## config.mk

```make
export PLATFORM = sky130hd
export DESIGN_NAME = delay_line_cfg
export DESIGN_NICKNAME = d
export VERILOG_FILES = /design/src/rtl/delay_line_cfg.sv
export SDC_FILE = /design/constraint.sdc
export NUM_CORES = 1
export LEC_CHECK = 0
export CORE_AREA = 2 2 190 145
export DETAILED_ROUTE_END_ITERATION = 10
export DIE_AREA = 0 0 192 147
export SKIP_LAST_GASP = 1
export SLEW_MARGIN = 40
export SYNTH_ARGS = -nofsm -noshare
export SYNTH_HDL_FRONTEND = slang
export SYNTH_SLANG_ARGS = --single-unit
```

## constraint.sdc

```tcl
create_clock -name clk -period 8.45 [get_ports clk]
set_input_delay 0.845 -clock clk [delete_from_list [all_inputs] [get_ports clk]]
set_output_delay 0.845 -clock clk [all_outputs]
set_load 0.02 [all_outputs]
```

## src/rtl/delay_line_cfg.sv

```systemverilog
// Multi-lane, valid-tagged, stallable delay line with a run-time programmable depth.
// The output tap selects stage[depth-1]; depth changes are only accepted on an empty window.
module delay_line_cfg #(
  parameter int unsigned DWIDTH        = 12,
  parameter int unsigned LANES         = 2,
  parameter int unsigned MAX_DEPTH     = 8,
  parameter int unsigned DEFAULT_DEPTH = 3,
  parameter int unsigned CW            = $clog2(MAX_DEPTH + 1)
) (
  input  logic                    clk,
  input  logic                    rst,
  input  logic                    en_i,
  input  logic                    valid_i,
  input  logic [LANES*DWIDTH-1:0] data_i,
  input  logic                    flush_i,
  input  logic                    cfg_we_i,
  input  logic [CW-1:0]           cfg_depth_i,
  output logic                    valid_o,
  output logic [LANES*DWIDTH-1:0] data_o,
  output logic [CW-1:0]           depth_o,
  output logic [CW-1:0]           count_o,
  output logic                    cfg_err_o
);

  localparam int unsigned IW = (MAX_DEPTH > 1) ? $clog2(MAX_DEPTH) : 1;
  localparam int unsigned W  = LANES * DWIDTH;

  logic [W-1:0]         data_q [MAX_DEPTH];
  logic [W-1:0]         data_d [MAX_DEPTH];
  logic [MAX_DEPTH-1:0] valid_q, valid_d;
  logic [CW-1:0]        depth_q, depth_d;
  logic [CW-1:0]        count_q, count_d;
  logic                 cfg_err_q, cfg_err_d;

  logic [IW-1:0] tap_idx;
  logic          depth_ok;
  logic          cfg_acc;
  logic          push;
  logic          pop;

  assign tap_idx = IW'(depth_q - CW'(1));
  assign valid_o = valid_q[tap_idx];
  assign data_o  = data_q[tap_idx];

  assign push = en_i & valid_i;
  assign pop  = en_i & valid_o;

  // A new depth is only safe when nothing is in the window, unless flush empties it anyway.
  assign depth_ok = (cfg_depth_i != '0) && (cfg_depth_i <= CW'(MAX_DEPTH));
  assign cfg_acc  = cfg_we_i && depth_ok && (flush_i || ((count_q == '0) && !push));

  always_comb begin
    data_d    = data_q;
    valid_d   = valid_q;
    depth_d   = depth_q;
    count_d   = count_q;
    cfg_err_d = cfg_we_i && !cfg_acc;

    if (flush_i || cfg_acc) begin
      for (int i = 0; i < MAX_DEPTH; i++) begin
        data_d[i] = '0;
      end
      valid_d = '0;
      count_d = '0;
      if (cfg_acc) begin
        depth_d = cfg_depth_i;
      end
    end else if (en_i) begin
      data_d[0]  = data_i;
      valid_d[0] = valid_i;
      for (int i = 1; i < MAX_DEPTH; i++) begin
        data_d[i]  = data_q[i-1];
        valid_d[i] = valid_q[i-1];
      end
      count_d = count_q + CW'(push) - CW'(pop);
    end
  end

  always_ff @(posedge clk) begin
    if (!rst) begin
      for (int i = 0; i < MAX_DEPTH; i++) begin
        data_q[i] <= '0;
      end
      valid_q   <= '0;
      depth_q   <= CW'(DEFAULT_DEPTH);
      count_q   <= '0;
      cfg_err_q <= 1'b0;
    end else begin
      data_q    <= data_d;
      valid_q   <= valid_d;
      depth_q   <= depth_d;
      count_q   <= count_d;
      cfg_err_q <= cfg_err_d;
    end
  end

  assign depth_o   = depth_q;
  assign count_o   = count_q;
  assign cfg_err_o = cfg_err_q;

endmodule

```

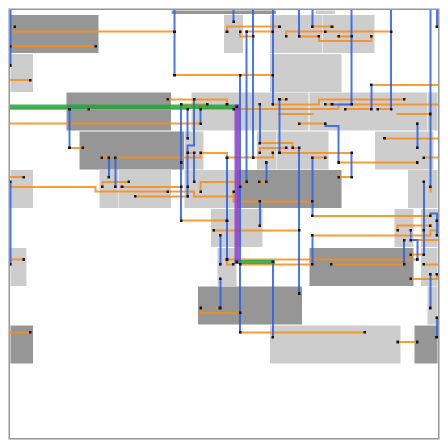
Figure 1: layout detail.
Region (129, 22) to (159, 52) um. Cells in gray, sequential cells in the stronger gray; small squares are vias.
- orange: M1
- blue: M2
- green: M3
- purple: M4
- sequential cells in the window: 6
- netlist names of flops here include: data_q (6)
- most frequent: nor2_1 (7), mux2i_1 (6), dfxtp_1 (6)
- cells with their middle in the window: 24

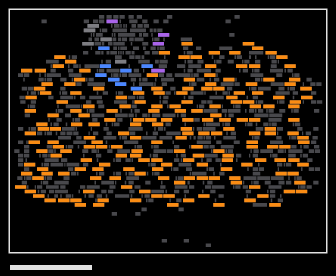
Figure 2: sequential cells colored by netlist name.
Bar = 50 um. Other sequential cells in the stronger gray, the rest of the logic in the fainter gray.
- blue: valid_q (sequential cells 8)
- purple: depth_o (sequential cells 4; where top middle)
- orange: data_q (sequential cells 192)
- not colored: 5

==> flow_metrics.env <==
# physical design summary
export IMPL_status="completed"
export IMPL_max_freq_mhz=240.3
export IMPL_most_common_layout_cells="208 x dfxtp_1, 205 x nor2_1, 205 x mux2i_1"
export IMPL_grt_first_pass_wirelength_um=28350
export IMPL_clock_latency_ns=0.50
export IMPL_busiest_layer="met1"
export IMPL_p_sw_w=0.0004813
export IMPL_hold_start="depth_o[3]$_SDFFE_PN0P_"
export IMPL_antenna_left=0
export IMPL_pwr_density_cell_mw_per_mm2=200.0
export IMPL_postSynthCellCount=794
export IMPL_placed_cells=1164
export IMPL_pre_cts_slack_ns=4.706
export IMPL_cp_startpoint="depth_o[0]$_SDFFE_PN1P_"
export IMPL_reg2reg_to="count_o[2]$_SDFFE_PP0P_"
export IMPL_buffer_area_frac=0.07813
export IMPL_final_max_slew_violation_count=0
export IMPL_logic_family="multiplexers"
export IMPL_reg_top3="data_q x192, valid_q x8"
export IMPL_yosys_area_mm2=0.009085
export IMPL_warning_count=26
export IMPL_edf_count=0
export IMPL_track_usage=0.1219
export IMPL_dieHeight_um=147
export IMPL_layout_nets=878
export IMPL_worstPathArrival_ns=3.32
export IMPL_tritoncts="yes"
export IMPL_grt_start_max_net_pins=91
export IMPL_drtIter0Drc=310
export IMPL_top_power_group="sequential cells"
export IMPL_largest_reg_flops=192
export IMPL_finClkSkew_ns=0.008591
export IMPL_p_seq_frac=0.465
export IMPL_path_buffers=3
export IMPL_n_antenna_cell=0
export IMPL_path_cells="inv_1 -> ha_2 -> buf_4 -> mux4_2 -> mux2_2 -> clkdlybuf4s50_1"
export IMPL_rsz0062_at_grt="no"
export IMPL_cts_buffers=22
export IMPL_synthAoiAreaFrac=0.005509
export IMPL_dpl_cell_area_mm2=0.01001
export IMPL_regMostFlops="data_q"
export IMPL_max_slew_margin=0.4865
export IMPL_place_gp_congestion=0.7078
export IMPL_routed_top_layer="met4"
export IMPL_fp_util=0.3422
export IMPL_ctsHoldBuffers=0
export IMPL_cp_endpoint="data_o[20]"
export IMPL_die_area_mm2=0.02822
export IMPL_utilization=0.4054
export IMPL_synth_simple_area_share=0.09420
export IMPL_drive_gt1_frac=0.1504
export IMPL_maxCapViolCount=0
export IMPL_nNonClkBuffers=78
export IMPL_post_cts_resize_count=0
export IMPL_vias=5685
export IMPL_fp_row_count=52
export IMPL_yosys_cell_types_count=27
export IMPL_mux_share=0.3808
export IMPL_use_met2=0.1791
export IMPL_dieWidth_um=192
export IMPL_most_common_cell="dfxtp_1"
export IMPL_coreArea_mm2=0.02655
export IMPL_setup_viol=0
export IMPL_clock_area_frac=0.06906
export IMPL_xor_share=0.004683
export IMPL_ys_cells=794
export IMPL_multi_input_comb_cells=519
export IMPL_n_clock_buffer=31
export IMPL_critPathCaptureType="primary output"
export IMPL_port_buffers=67
export IMPL_io_pins=68
export IMPL_path_depth=6
export IMPL_yosysTopAreaCell="dfxtp_1"
export IMPL_tightest_slew_ns=0.7702
export IMPL_final_cells=1202
export IMPL_drtPass1Iterations=4
export IMPL_synth_area_top_cells="dfxtp_1 46%, mux2i_1 23%, mux4_2 12%"
export IMPL_top_cells_by_count="209 x dfxtp_1, 205 x mux2i_1, 205 x nor2_1, 50 x mux4_2, 25 x mux2_2"
export IMPL_area_growth_pct=18.46
export IMPL_yosysWarningCount=0
export IMPL_whs_path_depth=2
export IMPL_crit_type="reg2out"
export IMPL_finalInstanceArea_mm2=0.01076
export IMPL_setup_ws_ns=4.289
export IMPL_path_max_fanout=50
export IMPL_post_drt_wl_per_cell_um=14.27
export IMPL_finalCriticalPeriod_ns=4.161
export IMPL_clockRootBuffer="clkbuf_16"
export IMPL_grt_pass1_vias=5428
export IMPL_power_frac_comb=0.079
export IMPL_clk_path_buf_depth=3
export IMPL_wl_met3_um=634
export IMPL_finalPower_w=0.002152
export IMPL_vias_per_cell=4.730
export IMPL_seqCellArea_mm2=0.004188
export IMPL_netlist_area_mm2=0.009085
export IMPL_synthArstFlopShare=0
export IMPL_sh_comb_area=0.4204
export IMPL_postCtsSetupBuffers=0
export IMPL_floorplan_nets=835
export IMPL_mostFrequentLayoutCell="dfxtp_1"
export IMPL_hp_class="reg2reg"
export IMPL_cp_slowest_cell="buf_4"
export IMPL_n_tap_cell=351
export IMPL_p_clk_frac=0.456
export IMPL_comb_power_w=0.000171
export IMPL_biggestCellCategory="multi-input combinational cells"
export IMPL_synth_area_per_cell_um2=11.44
export IMPL_r2r_cells=12
export IMPL_p_clk_w=0.000980
export IMPL_crit_reg2reg_launch="depth_o[0]$_SDFFE_PN1P_"
export IMPL_required_ns=7.61
export IMPL_grt_util_met3=0.02246
export IMPL_r2r_slack_ns=4.72
export IMPL_cts_sinks=209
export IMPL_yosys_area_share_adder=0.01047
export IMPL_drc=0
export IMPL_top_cell_area_share=0.4605
export IMPL_tns_ns=0
export IMPL_yosys_stat_seqShare=0.4605
export IMPL_antenna_found_initial=0
export IMPL_inverters=7
export IMPL_crit_family="buffers and inverters"
export IMPL_htree_levels=1
export IMPL_wl_met2_um=7211
export IMPL_swShare=0.2236
export IMPL_ir_worst_vdd_mv=0.1154
export IMPL_clkSlewWorstSetupHoldPaths_ns=0.06
export IMPL_seq_cells=209
export IMPL_wl_um=17160
export IMPL_hold_viol=0
export IMPL_grt_overflow=0
export IMPL_use_met1=0.1833
export IMPL_ys_flops=209
